run_1/metal_stack.png
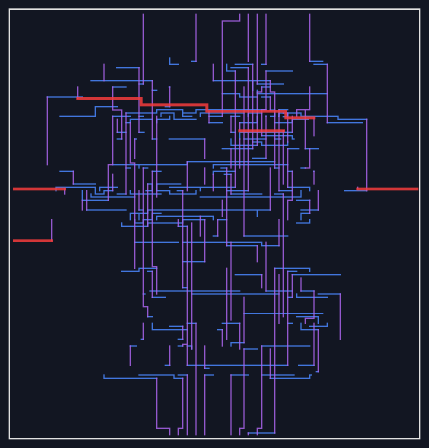
run_1/final_clocks.png
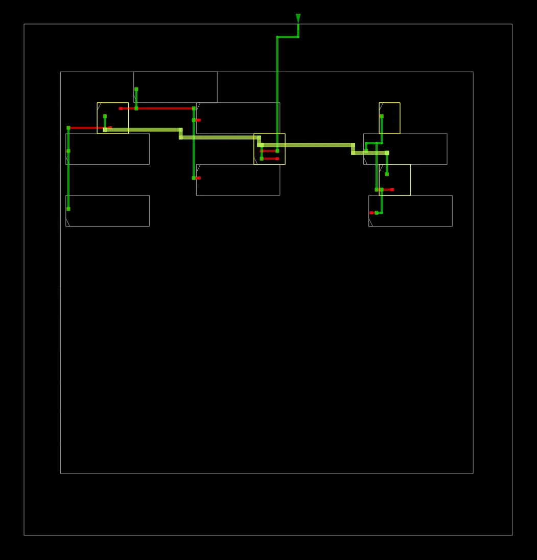
run_1/gate_families.png
The bar under the picture is 10 µm long.
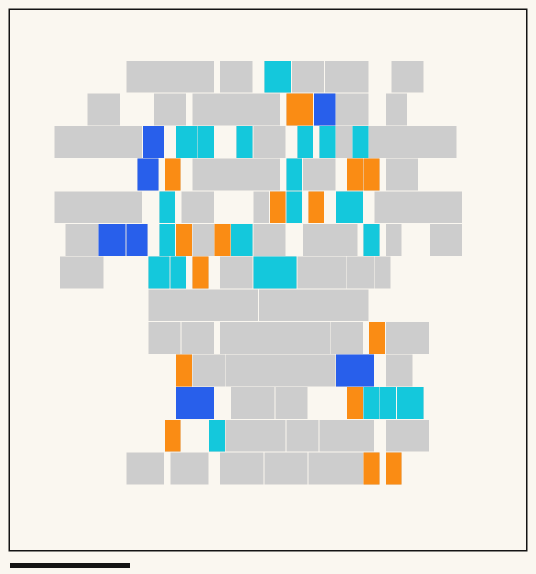
===== src/rtl/decrementer_top_module.sv =====
// Registered decrement-by-one of a selected operand, reported in sign-magnitude form.
// One result per valid cycle. An operand of 0 yields magnitude 1 with the negative flag set.

module half_subtractor (
    input  logic a,
    input  logic b,
    output logic d,
    output logic bout
);
    assign d    = a ^ b;
    assign bout = ~a & b;
endmodule

module decrementer_top_module #(
    parameter int WIDTH = 4
) (
    input  logic             clk,
    input  logic             rst_n,
    input  logic [WIDTH-1:0] A,
    input  logic [WIDTH-1:0] B,
    input  logic             Sel,
    input  logic             In_Valid,
    output logic [WIDTH-1:0] Out,
    output logic             Negative_Sign_Flag,
    output logic             Zero_Flag,
    output logic             Out_Valid
);
    logic [WIDTH-1:0] operand;
    logic [WIDTH-1:0] diff;
    logic [WIDTH:0]   borrow;
    logic [WIDTH-1:0] mag;
    logic             is_zero;

    assign operand = Sel ? B : A;

    // Injecting a borrow of 1 into stage 0 subtracts the constant 1.
    assign borrow[0] = 1'b1;

    genvar i;
    generate
        for (i = 0; i < WIDTH; i++) begin : g_chain
            half_subtractor u_hs (
                .a    (operand[i]),
                .b    (borrow[i]),
                .d    (diff[i]),
                .bout (borrow[i+1])
            );
        end
    endgenerate

    // A final borrow can only come from operand 0, where diff is all-ones; negating it gives magnitude 1.
    assign mag     = borrow[WIDTH] ? (~diff + {{(WIDTH-1){1'b0}}, 1'b1}) : diff;
    assign is_zero = ~borrow[WIDTH] & (diff == '0);

    always_ff @(posedge clk) begin
        if (!rst_n) begin
            Out                <= '0;
            Negative_Sign_Flag <= 1'b0;
            Zero_Flag          <= 1'b0;
            Out_Valid          <= 1'b0;
        end else begin
            Out_Valid <= In_Valid;
            if (In_Valid) begin
                Out                <= mag;
                Negative_Sign_Flag <= borrow[WIDTH];
                Zero_Flag          <= is_zero;
            end
        end
    end
endmodule


===== config.mk =====
export PLATFORM = sky130hd
export DESIGN_NAME = decrementer_top_module
export DESIGN_NICKNAME = d
export VERILOG_FILES = /design/src/rtl/decrementer_top_module.sv
export SDC_FILE = /design/constraint.sdc
export NUM_CORES = 1
export LEC_CHECK = 0
export ABC_AREA = 1
export CAP_MARGIN = 20
export CORE_AREA = 3 3 40 42
export CTS_CLUSTER_DIAMETER = 120
export DETAILED_ROUTE_END_ITERATION = 6
export DIE_AREA = 0 0 43 45
export PLACE_DENSITY = 0.71
export SYNTH_ARGS = -nofsm -noshare
export SYNTH_HDL_FRONTEND = slang
export SYNTH_SLANG_ARGS = --single-unit

===== constraint.sdc =====
create_clock -name clk -period 1.9 [get_ports clk]
set_input_delay 0.57 -clock clk [delete_from_list [all_inputs] [get_ports clk]]
set_output_delay 0.57 -clock clk [all_outputs]
set_load 0.05 [all_outputs]

==> highlights.md, run 1 <==
## Floorplan
• **number of ports placed on the die boundary** 19
• **vertical die size** 45 µm
• **Core Box Area** 1280 µm²
• **std cell rows** 13
• **die width** 43 µm

## Setup path
• **most common cell type on the critical path** sky130_fd_sc_hd__nand2_1
• **cell chain of the critical path** clkdlybuf4s15_1 > buf_4 > mux2i_2 > ha_4 > ha_4 > inv_4 > nand2_2 > inv_2 > nand2_1 > nand2_1 > nand2_1 > nand2_1
• **beginning of the critical path** Sel
• **startpoint type of the worst setup path** primary input
• **depth of the most critical reg-to-reg path** 4
• **biggest cell delay along the critical path** 0.30 ns
• **end point of the critical path** Out[3]$_SDFFE_PN0P_
• **crit path max fanout** 5
• **arrival time of data at the critical path endpoint** 1.99 ns

## Pwr
• **static power due to leakage** 0.412 nW
• **fraction of power consumed by the clock network** 28.5%
• **share of total power in sequential cells** 34.2%
• **net switching power** 0.157 mW
• **Logic pwr share** 37.4%
• **heaviest power group** combinational cells
• **cell internal power dissipation** 0.315 mW
• **power in sequential cells** 0.161 mW
• **Power Combinational** 0.176 mW
• **switching share of total power** 33.2%
• **worst-case vdd ir drop** 571 µV
• **final total power** 0.472 mW

## CTS
• **CTS sink count** 7
• **Clk Latency, worst-skew pair** 0.25 ns
• **CTS max path bufs** 2
• **total of hold buffers inserted after clock tree synthesis** 0

## Routing
• **detailed route wirelength on metal3** 46 µm
• **number of design rule violations left after detail routing** 0
• **number of nets with antenna violations after routing** 0
• **Vias per Instance** 4.44
• **wire length the detailed router placed on met1** 456 µm
• **met2 WL** 572 µm
• **highest metal layer with signal wires** met3

## Worst hold path
• **worst hold path stage count** 2
• **class of the tightest hold or removal check** register to register

## Logic synthesis
• **distinct cell type count after synthesis** 18
• **chip area from the yosys synthesis statistics** 453 µm²
• **number of standard cells after synthesis** 65
• **main combinational cell family by area after synthesis** simple AND/OR/NAND/NOR gates
• **xor+xnor area frac** 0%
• **simple share** 26.2%
• **Multiplexer share** 2.21%
• **share of the yosys chip area belonging to registers** 30.9%
• **Netlist Area Pre-Place** 453 µm²
• **Post-Syn Area per Cell** 6.97 µm²
• **FA/HA/MAJ Cells, Area Fraction** 13.8%
• **number of register bits inferred by synthesis** 7
• **Floorplan Nets** 82

## Final timing
• **Pins Over Slew Limit** 0
• **measured slew at the worst slew-check pin** 0.349 ns
• **fmax** 545 MHz
• **Max Clock Skew** 0 ns
• **headroom to the max-slew limit** 76.7%
• **setup-violating endpoint count in the final report** 0

## Cells and area
• **final standard cell area without fillers** 796 µm²
• **combined area of the multi-input logic cells** 307 µm²
• **number of inserted diodes** 0
• **flip-flop and latch area** 140 µm²
• **layout overhead on the synthesized area** 75.7%
• **layout cells sized above 1** 39.6%

## Place
• **post-DP HPWL** 798 µm

## GRT
• **total overflow reported by the global router** 0
• **largest net degree at the start of global routing** 11

## Run status
• **run status** complete, no violations

## Picture notes: metal_stack.png
| layer | color | wire length |
|---|---|---|
| met2 | purple | 573 µm |
| met3 | red | 46.9 µm |
| met1 | blue | 457 µm |
Total Wirelength: 1080 µm
GRT Total Usage: 12.3%
average detailed-routed wire length per instance: 9.69 µm
overall via count from detail_route: 493

## Picture notes: final_clocks.png
total CTS buffers: 3
Power Clock: 0.135 mW
CLK BUF: 3

## Picture notes: gate_families.png
| family | color | cells | most used |
|---|---|---|---|
| inverters | orange | 15 | inv_1 |
| NAND gates | cyan | 21 | nand2_1 |
| inverting AOI/OAI gates | blue | 7 | o21ai_0 |
number of cells in the finished layout apart from fillers: 111
multi-input gate share of the layout cell area: 38.5%
most common cell after layout, fill and taps aside: sky130_fd_sc_hd__buf_4

-- run 1: synthesized netlist by cell type (all sizes together) --
| master | instances | area [µm²] |
|---|---|---|
| a21oi | 1 | 5.00 |
| ha | 5 | 62.6 |
| nand2 | 17 | 66.3 |
| o21a | 1 | 7.51 |
| mux2i | 1 | 10.0 |
| nor2 | 5 | 21.3 |
| or2 | 1 | 6.26 |
| clkbuf | 1 | 13.8 |
| a31oi | 1 | 6.26 |
| o21ai | 5 | 32.5 |
| dfxtp | 7 | 140 |
| inv | 15 | 56.3 |
| nor3 | 1 | 5.00 |
| nand3 | 4 | 20.0 |
-- run 1: cell type report --
| cell class | instances | area share, % |
|---|---|---|
| Multi-Input combinational cell | 42 | 38.5 |
| Timing Repair Buffer | 28 | 30.7 |
| Sequential cell | 7 | 17.6 |
| Inverter | 15 | 7.39 |
| Clock buffer | 3 | 2.83 |
| Tap cell | 15 | 2.36 |
| Clock inverter | 1 | 0.629 |
-- run 1: critical path: cells and delay by family --
family        cells  cell delay (ns)
fa+ha+maj         2             0.34
buf+inv           4             0.56
mux               1             0.26
simple gates      5             0.27
-- run 1: through the flow --
step,setup TNS (ns),hold slack [ns],worst slack (ns)
floorplan,0,0.680,0.0871
global placement,-2.41,0.494,-0.517
detailed placement,-2.56,0.509,-0.546
CTS,0,0.520,0.00251
global route,-0.00322,0.572,-0.00322
finish,0,0.521,0.0643
-- run 1: metal layers --
layer | GRT usage [%] | vias to the layer above
met2 | 21.6 | 8
met3 | 3.59 | 0
met1 | 14.5 | 226
li1 | - | 259
met5 | 0 | -
met4 | 3.61 | 0
-- run 1: what timing repair did --
action	in CTS	in global routing
buffers inserted	5	1
gates resized	14	9
setup endpoints to repair	5	4
cloned	0	0
hold endpoints to repair	0	0
pin swaps	7	9
run_1/pins.png
Pins as bars across the die edge, other pins in gray.
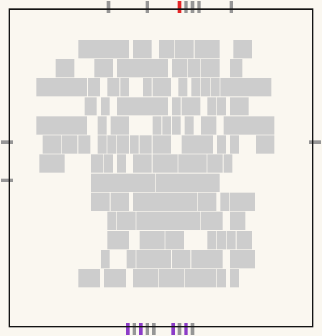

==> run 1 -> run 2 <==
--- a/config.mk
+++ b/config.mk
@@ -7,11 +7,11 @@
 export LEC_CHECK = 0
 export ABC_AREA = 1
 export CAP_MARGIN = 20
-export CORE_AREA = 3 3 40 42
+export CORE_MARGIN = 3
+export CORE_UTILIZATION = 29
 export CTS_CLUSTER_DIAMETER = 120
 export DETAILED_ROUTE_END_ITERATION = 6
-export DIE_AREA = 0 0 43 45
-export PLACE_DENSITY = 0.71
+export PLACE_DENSITY = 0.62
 export SYNTH_ARGS = -nofsm -noshare
 export SYNTH_HDL_FRONTEND = slang
 export SYNTH_SLANG_ARGS = --single-unit
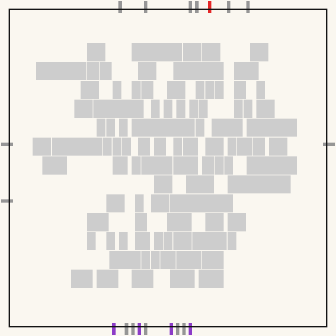
run_2/pins.png
Pins as bars across the die edge, other pins in gray.
| port | color | pins | direction | edge |
|---|---|---|---|---|
| clk | red | 1 | input | top |
| A | purple | 4 | input | bottom |
vertical die size: 45.5 µm
die width: 45.5 µm
I/O Buffers: 18

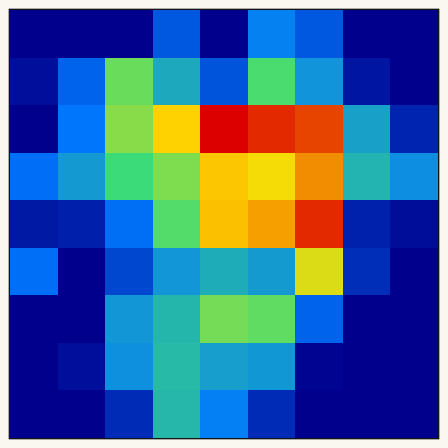
run_2/wire_density.png
The die is cut into 9 by 9 equal tiles; dark blue is low, red is high, scaled to the fullest tile. Values are wire area over tile area, all layers added.
tiles over half the peak: 22%
fullest tile: 0.29
emptiest ninth of the die: lower right
nearly empty tiles: 28%
overall via count from detail_route: 464
average detailed-routed wire length per instance: 10.0 µm
GRT Total Usage: 12.1%
Total Wirelength: 1080 µm

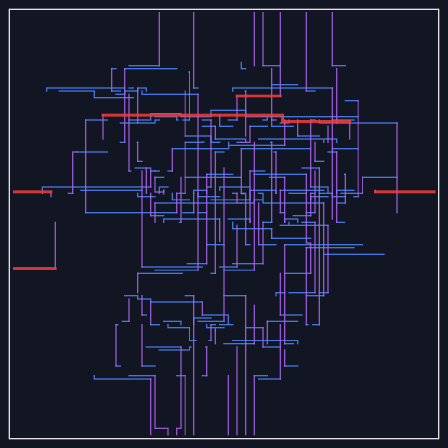
run_2/metal_stack.png

==> run 2 against run 1 <==
  * Combinational power is 5% lower
  * Critical path depth down 4
  * Setup slack improved by 0.099 ns
  * Via count shrank 5.9%
  * Global-route usage shrank 0.17 points
  * Utilization decreased by 7.7 points
  * Highest routed layer unchanged
==> highlights.md, run 2 <==
## Place
• **post-DP HPWL** 785 µm
• **Worst Setup Slack post-DPL** -0.585 ns
• **RD Place Congestion** 0.701
• **post-detailed-placement cell area** 666 µm²
• **placed instance count** 103

## Logic synthesis
• **Largest cells by area** sky130_fd_sc_hd__dfxtp_1, sky130_fd_sc_hd__ha_1, sky130_fd_sc_hd__nand2_1
• **distinct cell type count after synthesis** 18
• **total cells reported by yosys after synthesis** 65
• **Largest type area fraction** 30.9%
• **post-synthesis cell type with the largest combined area** sky130_fd_sc_hd__dfxtp_1
• **share of the yosys chip area belonging to registers** 30.9%
• **number of register bits inferred by synthesis** 7
• **share of flip-flops with an asynchronous set or reset** 0%
• **commonest cells in the synthesized netlist** sky130_fd_sc_hd__nand2_1, sky130_fd_sc_hd__inv_1, sky130_fd_sc_hd__dfxtp_1
• **number of synthesized flops with an enable pin** 0
• **Floorplan Nets** 82
• **chip area from the yosys synthesis statistics** 453 µm²
• **number of standard cells after synthesis** 65
• **dominant register cell in the synthesized netlist** sky130_fd_sc_hd__dfxtp_1
• **Netlist Area Pre-Place** 453 µm²
• **count of synthesis-stage warnings from yosys** 0
• **Synth top cell by count** sky130_fd_sc_hd__nand2_1
• **Post-Syn Area per Cell** 6.97 µm²

## Cells and area
• **layout overhead on the synthesized area** 65.5%
• **layout cells sized above 1** 34.4%
• **number of nets in the final layout** 111
• **register with the most flip-flops** Out
• **number of cells in the finished layout apart from fillers** 108
• **most common cell after layout, fill and taps aside** sky130_fd_sc_hd__nand2_1
• **number of inserted diodes** 0
• **most common logic cells in the final layout** sky130_fd_sc_hd__nand2_1, sky130_fd_sc_hd__buf_4, sky130_fd_sc_hd__inv_1
• **final standard cell area without fillers** 749 µm²
• **max reg flops** 4

## Final timing
• **final hold violation count** 0
• **Max Clock Skew** 0 ns
• **shortest period the worst path allows** 1.74 ns
• **setup TNS** 0 ns
• **Pins Over Slew Limit** 0
• **headroom to the max-slew limit** 76.5%
• **final setup margin** 0.164 ns
• **fmax** 576 MHz
• **setup repair after global routing missed its margin** no
• **post-route fraction of the period consumed by the critical path** 91.4%
• **setup-violating endpoint count in the final report** 0
• **measured slew at the worst slew-check pin** 0.351 ns
• **Worst Hold Margin** 0.525 ns

## Worst hold path
• **worst hold path stage count** 2
• **class of the tightest hold or removal check** register to register
• **worst min-delay path startpoint** Out[0]$_SDFFE_PN0P_
• **hold endpoint** Out[0]$_SDFFE_PN0P_

## Setup path
• **Reg2Reg Launch Point** Out[1]$_SDFFE_PN0P_
• **arrival time of data at the critical path endpoint** 1.94 ns
• **biggest cell delay along the critical path** 0.42 ns
• **most common cell type on the critical path** sky130_fd_sc_hd__ha_4
• **beginning of the critical path** A[2]
• **library cell contributing the largest single delay on the critical path** sky130_fd_sc_hd__clkdlybuf4s50_1
• **number of buffer and inverter instances along the worst setup path** 2
• **crit path max fanout** 3
• **cell chain of the critical path** clkdlybuf4s50_1 > mux2i_2 > ha_4 > ha_4 > inv_4 > nor3_1 > nand3_1 > nand2_1
• **Worst R2R Setup Slack** 1.24 ns
• **data required time of the critical path** 2.10 ns
• **startpoint type of the worst setup path** primary input
• **depth of the most critical reg-to-reg path** 4
• **class of the most critical setup path** primary input to register
• **CP Capture Type** register
• **cell class contributing the biggest share of worst-path delay** buffers and inverters

## Routing
• **number of design rule violations left after detail routing** 0
• **Vias per Instance** 4.30
• **drt first-iter violations** 7
• **number of nets with antenna violations after routing** 0
• **Pre-antenna DRT Iters** 4

## CTS
• **Post-CTS Setup Bufs** 0
• **TritonCTS clock tree** built
• **total of hold buffers inserted after clock tree synthesis** 0
• **# resized after CTS** 12
• **total CTS buffers** 3
• **clock root cell** sky130_fd_sc_hd__clkbuf_4
• **CTS max path bufs** 2
• **CTS H-tree lvls** 1
• **Clk Latency, worst-skew pair** 0.25 ns
• **CTS sink count** 7

## GRT
• **global-route wire length before repair** 1810 µm
• **total overflow reported by the global router** 0
• **number of global-route vias before repair** 449
• **largest net degree at the start of global routing** 9
• **antenna violations before repair** 0

## Floorplan
• **area enclosed by the die boundary** 2070 µm²
• **std cell rows** 13
• **number of ports placed on the die boundary** 19
• **fraction of the core area occupied by cells at floorplan** 32.8%
• **Core Box Area** 1380 µm²

## Pwr
• **power per cell area** 623 nW/µm²
• **static power due to leakage** 0.385 nW
• **worst-case vdd ir drop** 334 µV

## Run
• **max-cap check violation count** 0
• **tool warnings** 28

## Run status
• **run status** complete, no violations

-- run 2: cells by family after synthesis --
group           count (synthesis)  synth area share, %
flops                           7                 30.9
simple gates                   28                 26.2
compound gates                  8                 11.3
mux                             1                 2.21
fa+ha+maj                       5                 13.8
buf+inv                        16                 15.5
-- run 2: power by group --
group          switching, mW  total [mW]  internal (mW)
clock network         0.0586       0.139         0.0804
registers            0.00439       0.161          0.157
logic                 0.0914       0.167         0.0751
total                  0.154       0.467          0.312
-- run 2: worst max-delay path by stage --
stage	end	slack [ns]	cells past startpoint
final	Out[3]$_SDFFE_PN0P_	0.16	8
after floorplan	Zero_Flag$_SDFFE_PN0P_	0.09	10
after detailed placement	Out[3]$_SDFFE_PN0P_	-0.58	14
after global placement	Zero_Flag$_SDFFE_PN0P_	-0.56	11
after CTS	Zero_Flag$_SDFFE_PN0P_	0.01	10
after global routing	Out[3]$_SDFFE_PN0P_	0.05	8
-- run 2: metrics by stage --
| step | util (%) | power, mW |
|---|---|---|
| 6_report | 54.2 | 0.467 |
| 5_1_grt | 54.2 | 0.496 |
| 4_1_cts | 52.8 | 0.465 |
| 3_5_place_dp | 48.1 | 0.313 |
| 3_3_place_gp | 48.1 | 0.312 |
| 2_1_floorplan | - | 0.250 |
-- run 2: routing by layer --
layer | GRT usage [%] | up-vias | wire (µm) | share of wire, %
met1 | 13.9 | 201 | 467 | 43
met4 | 1.75 | 0 | 0 | 0
met5 | 0 | - | 0 | 0
li1 | - | 255 | - | -
met3 | 5.93 | 0 | 46 | 4.3
met2 | 20.3 | 8 | 567 | 52
-- run 2: cell type report --
class	instances	area, µm²
well taps	15	18.8
multi-input cells	42	297
inverters	15	58.8
flip-flops and latches	7	140
clock buffers	4	26.3
fillers	132	633
repair buffers	25	209
Power and IR drop assume default switching activity.
